===== src/rtl/conv_pkg.sv =====
// conv_pkg: shared types, widths and clamp helper for the 3x3 convolution MAC stage.
package conv_pkg;
    localparam int KSIZE  = 9;
    localparam int PROD_W = 17;
    localparam int ACC_W  = 21;
    typedef logic signed [7:0]        coef_t;
    typedef logic signed [PROD_W-1:0] prod_t;
    typedef logic signed [ACC_W-1:0]  acc_t;
    typedef logic        [7:0]        pix_t;
    function automatic pix_t clamp_u8(input acc_t v);
        return v[ACC_W-1] ? 8'h00 : (v > acc_t'(255)) ? 8'hFF : v[7:0];
    endfunction
endpackage


===== src/rtl/conv_kernel_regs.sv =====
// conv_kernel_regs: nine signed kernel coefficients, reset to an identity kernel scaled by 2**SHIFT.
module conv_kernel_regs
    import conv_pkg::*;
#(
    parameter int SHIFT = 4
) (
    input  logic       clk,
    input  logic       rst,
    input  logic       we,
    input  logic [3:0] addr,
    input  coef_t      data,
    output coef_t      coef [KSIZE]
);
    localparam coef_t ID = (SHIFT >= 7) ? coef_t'(127) : coef_t'(1 << SHIFT);
    always_ff @(posedge clk) begin
        if (!rst) begin
            for (int k = 0; k < KSIZE; k++) coef[k] <= (k == 4) ? ID : '0;
        end else if (we && addr < 4'(KSIZE)) begin
            coef[addr] <= data;
        end
    end
endmodule


===== src/rtl/conv3x3_mac_stage.sv =====
// conv3x3_mac_stage: 3-stage 3x3 convolution (multiply, adder tree, shift/round/clamp) with frame position tracking.
// Define CONV_ABS_EN to clamp |r| instead of r (edge-magnitude mode).
module conv3x3_mac_stage
    import conv_pkg::*;
#(
    parameter int N     = 32,
    parameter int SHIFT = 4
) (
    input  logic        clk,
    input  logic        rst,
    input  logic        data_load,
    input  logic [71:0] window,
    input  logic        frame_start,
    input  logic        coef_we,
    input  logic [3:0]  coef_addr,
    input  logic [7:0]  coef_data,
    output logic [7:0]  pix_o,
    output logic        valid_o,
    output logic        frame_done_o
);
    localparam int   CW   = $clog2(N);
    localparam acc_t BIAS = acc_t'((1 << SHIFT) >> 1);
    logic [CW-1:0] col, row;
    logic          ld_d, in_frame_d, s1_v, s1_in, s2_v, s2_in, last;
    coef_t         coef [KSIZE];
    prod_t         p    [KSIZE];
    acc_t          sum, sum_c, r, mag;
    conv_kernel_regs #(.SHIFT(SHIFT)) u_coef (
        .clk  (clk),
        .rst  (rst),
        .we   (coef_we),
        .addr (coef_addr),
        .data (coef_t'(coef_data)),
        .coef (coef)
    );
    assign last = (col == CW'(N-1)) && (row == CW'(N-1));
    always_comb begin
        sum_c = '0;
        for (int k = 0; k < KSIZE; k++) sum_c = sum_c + acc_t'(p[k]);
        r = (sum + BIAS) >>> SHIFT;
`ifdef CONV_ABS_EN
        mag = r[ACC_W-1] ? -r : r;
`else
        mag = r;
`endif
    end
    always_ff @(posedge clk) begin
        if (!rst) begin
            col          <= '0;
            row          <= '0;
            ld_d         <= 1'b0;
            in_frame_d   <= 1'b0;
            s1_v         <= 1'b0;
            s1_in        <= 1'b0;
            s2_v         <= 1'b0;
            s2_in        <= 1'b0;
            for (int k = 0; k < KSIZE; k++) p[k] <= '0;
            sum          <= '0;
            pix_o        <= '0;
            valid_o      <= 1'b0;
            frame_done_o <= 1'b0;
        end else begin
            if (frame_start) begin
                col <= '0;
                row <= '0;
            end else if (data_load) begin
                col <= (col == CW'(N-1)) ? '0 : col + 1'b1;
                if (col == CW'(N-1)) row <= last ? '0 : row + 1'b1;
            end
            frame_done_o <= data_load && !frame_start && last;
            // The window stage updates on the load edge, so its output is valid one cycle later.
            ld_d       <= data_load && !frame_start;
            in_frame_d <= (row >= CW'(2)) && (col >= CW'(2));
            s1_v       <= ld_d;
            if (ld_d) begin
                s1_in <= in_frame_d;
                for (int k = 0; k < KSIZE; k++)
                    p[k] <= prod_t'($signed({1'b0, window[8*k +: 8]})) * prod_t'(coef[k]);
            end
            s2_v    <= s1_v;
            s2_in   <= s1_in;
            sum     <= sum_c;
            valid_o <= s2_v && s2_in;
            if (s2_v && s2_in) pix_o <= clamp_u8(mag);
        end
    end
endmodule


===== config.mk =====
export PLATFORM = sky130hd
export DESIGN_NAME = conv3x3_mac_stage
export DESIGN_NICKNAME = d
export VERILOG_FILES = /design/src/rtl/conv_pkg.sv /design/src/rtl/conv_kernel_regs.sv /design/src/rtl/conv3x3_mac_stage.sv
export SDC_FILE = /design/constraint.sdc
export NUM_CORES = 2
export LEC_CHECK = 0
export ABC_AREA = 1
export CAP_MARGIN = 20
export CORE_MARGIN = 2
export CORE_UTILIZATION = 65
export CTS_BUF_LIST = sky130_fd_sc_hd__clkbuf_4
export DETAILED_ROUTE_END_ITERATION = 10
export GPL_TIMING_DRIVEN = 0
export PLACE_DENSITY_LB_ADDON = 0.2
export SETUP_SLACK_MARGIN = 0.05
export SLEW_MARGIN = 5
export SYNTH_ARGS = -nofsm -noshare
export SYNTH_HDL_FRONTEND = slang
export SYNTH_HIERARCHICAL = 1
export SYNTH_SLANG_ARGS = --single-unit

===== constraint.sdc =====
create_clock -name clk -period 12.1 [get_ports clk]
set_clock_uncertainty 0.1 [all_clocks]
set_input_delay 2.42 -clock clk [delete_from_list [all_inputs] [get_ports clk]]
set_output_delay 2.42 -clock clk [all_outputs]
set_load 0.005 [all_outputs]

### Ports around the boundary

Pins as bars across the die edge, other pins in gray.
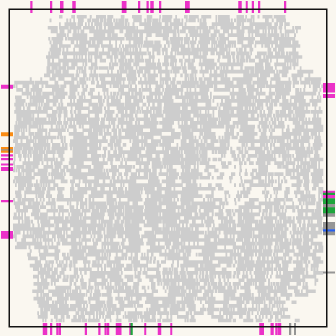
color	port	pins	direction	edge
blue	valid_o	1	output	east
orange	coef_addr	4	input	west
magenta	window	72	input	27 south, 23 north, 12 west, 10 east
green	coef_data	8	input	7 east, 1 south
all pins by edge	30 south, 29 east, 23 north, 17 west

### Wiring by layer

Two of the layers only.
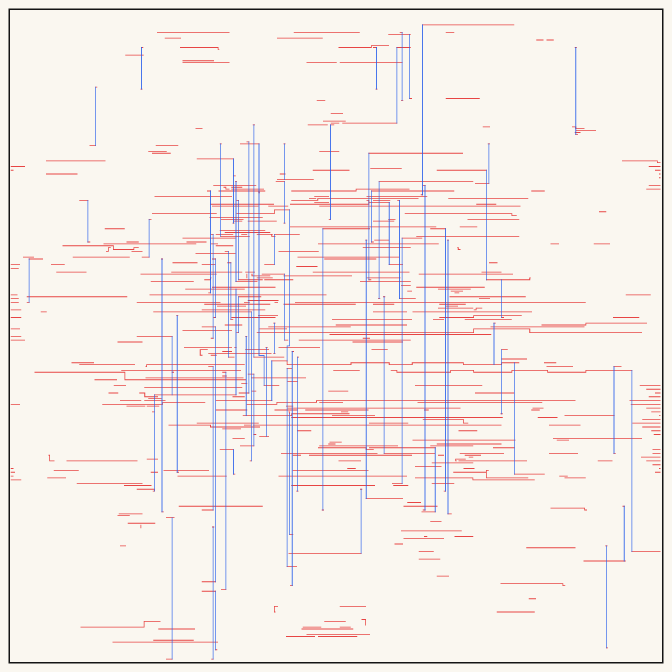
color	layer	wire length
red	M3	5970 um
blue	M4	3130 um
Post-Route WL: 82.8 mm
post-DR wirelength/cell: 16.0 um
GRT Util Overall: 0.311
total vias in the final route: 27400

### Routing congestion map

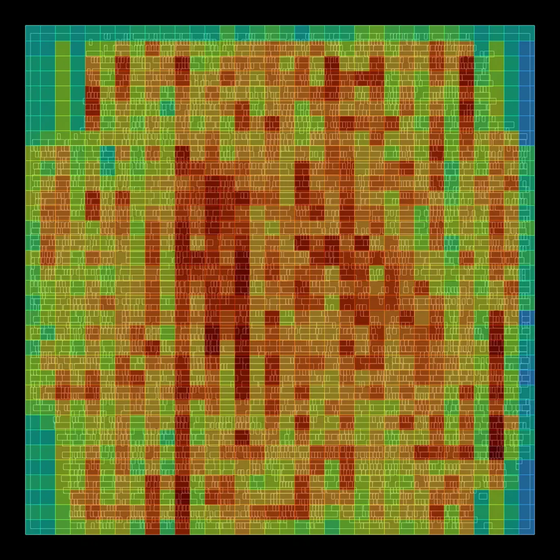
GR met2 Demand/Resource: 0.526
GR Util met3: 0.0402
GRT met1 Usage: 0.409
Core Util, Final: 0.699

### Sequential cells colored by netlist name

Other sequential cells in the stronger gray, the rest of the logic in the fainter gray.
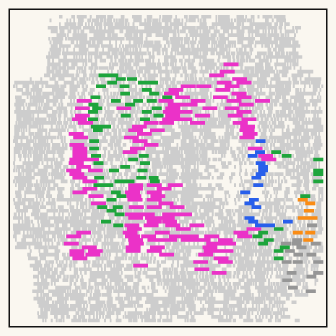
color	name in the netlist	flops
magenta	p	153
orange	pix_o	8
blue	sum	18
green	u_coef/coef	72
not colored	18
Power Sequential: 1080 uW
sequential cell area share: 0.188
Register Area: 6920 um2

==> Slide: Implementation Results <==
Flow Results at a Glance

Status
  • Status: finished, final reports clean

Layout
  • Non-clk buf share: 0.0300
  • #MultiIn Comb: 2708
  • Non-Filler Instances: 5173
  • Ant. Diodes: 2
  • Non-clock buffers: 209
  • Clock tree cell share of total cell area: 0.0259
  • Logic area: 22600 um2
  • Sequential cells: 269
  • Share of cells above drive strength 1: 0.0489
  • Fillers: 4375
  • # clk buffers: 101
  • Logic inverters: 1169
  • Most frequent cells in the layout: inv_1 (1165), nand2_1 (862), fa_1 (455), ha_1 (412), a21oi_1 (282)
  • Net count, final: 5385

Worst setup path
  • CP Launch Type: primary input
  • Critical path buffers and inverters: 4
  • Kind of cell adding the most delay to the critical path: adder cells
  • Worst path depth: 20
  • Reg2Reg Launch Point: u_coef/coef[23]$_SDFFE_PN0P_
  • Setup Crit Path Kind: primary input to flop
  • CP Capture Type: flop
  • Worst R2R End: p[0][116]$_SDFFCE_PN0P_
  • CP required: 12.54 ns
  • Worst Setup SP: window[55]
  • Largest stage delay, worst path: 0.55 ns
  • Worst-path fanout max: 8
  • CP most frequent cell: nand2_1
  • Crit-path cells: clkbuf_1 -> nand2_1 -> fa_1 -> inv_1 -> fa_1 -> fa_1 -> inv_1 -> fa_1 -> inv_1 -> ha_1 -> nand3_1 -> nand2_1 -> nand2_1 -> nand2_1 -> a21oi_1 -> o21ai_0 -> nand3_1 -> nand3_1 -> nand2_1 -> nor2_1
  • Worst R2R Path Depth: 20

Routing
  • DRT Pass-1 Iters: 6
  • ANT nets after route: 0
  • First DRT Iteration DRCs: 2030
  • DRC viols: 0

Logic synthesis
  • Comb area leader: adder cells
  • Chip Area, Yosys: 34600 um2
  • Xor/xnor share: 0.00480
  • Area fraction in compound gates: 0.0799
  • Mux share: 0
  • Post-synth EDFFs: 153
  • Synth Area in Simple Gates: 0.155
  • Top cells by count, synth: inv_1 (1165), nand2_1 (863), fa_1 (455), ha_1 (412), a21oi_1 (282)
  • Synth area leader: fa_1
  • Part of the Yosys area used for sequential elements: 0.200
  • Yosys Instances: 4326
  • Warnings from Yosys: 6
  • FFs w/ async S/R, synth: 0
  • Post-Synthesis Cells: 4326
  • Post-synthesis cell type count: 48
  • Synth top area share: 0.263
  • Ys flop type: edfxtp_1
  • Synth top cell by count: inv_1

Place
  • Detailed Place HPWL: 69.2 mm
  • Pre-CTS setup slack: 5.07 ns
  • I/O Buffers: 26

GRT
  • Initial antenna violation count: 5
  • First-pass GRT wire length: 137 mm
  • Vias in the first global route: 27400
  • GRT overflow: 0

STA
  • Setup_tns: 0 ns
  • Tmin final: 6.30 ns
  • Fin. Hold Viols: 0
  • Fmax achieved: 159 MHz
  • WHS: 0.322 ns
  • Final setup violation count: 0
  • Rel. slew slack: 0.263
  • Worst-Margin Slew: 1.11 ns

Clocking
  • Setup Buffers After CTS: 0
  • # hold bufs at CTS: 0
  • TritonCTS buffer count: 72
  • Cts repair resizes: 0
  • CTS clk-pin slew, worst paths: 0.07 ns
  • CTS max path bufs: 3
  • Worst skew pair latency: 0.74 ns
  • H-Tree Depth: 3

Min path
  • Worst hold endpoint: s2_v$_SDFF_PN0_
  • Hold Crit Class: flop to flop
  • HP Start: s1_v$_SDFF_PN0_

Die
  • N_taps: 688
  • Core area: 52700 um2
  • Chip Area: 55200 um2
  • Die height: 235 um

Power
  • Gate power share: 0.424
  • Pwr top: combinational logic
  • Clock power share: 0.254
  • Combinational power: 1420 uW
  • Reg power frac: 0.322
  • Pint: 1980 uW
  • Power Total: 3350 uW
  • P_clk: 851 uW
## registers in the layout, summed over array words and instances, names as in the netlist
| signal | flops |
|---|---|
| col | 5 |
| frame_done_o | 1 |
| in_frame_d | 1 |
| ld_d | 1 |
| p | 153 |
| pix_o | 8 |
| row | 5 |
| s1_in | 1 |
| s1_v | 1 |
| s2_in | 1 |
| s2_v | 1 |
| sum | 18 |
| u_coef/coef | 72 |
| valid_o | 1 |
## worst min-delay path: cells and delay by family (launching register included)
family                 cells  cell delay, ns
DFF                        1            0.31
buffers and inverters      1            0.04
and+or+nand+nor            1            0.05
## layer usage
layer / part of all wire / GRT usage
met1: 0.41 / 0.409
met5: 0 / 0
met3: 0.072 / 0.0402
met4: 0.038 / 0.115
met2: 0.48 / 0.526
Power and IR drop assume default switching activity.
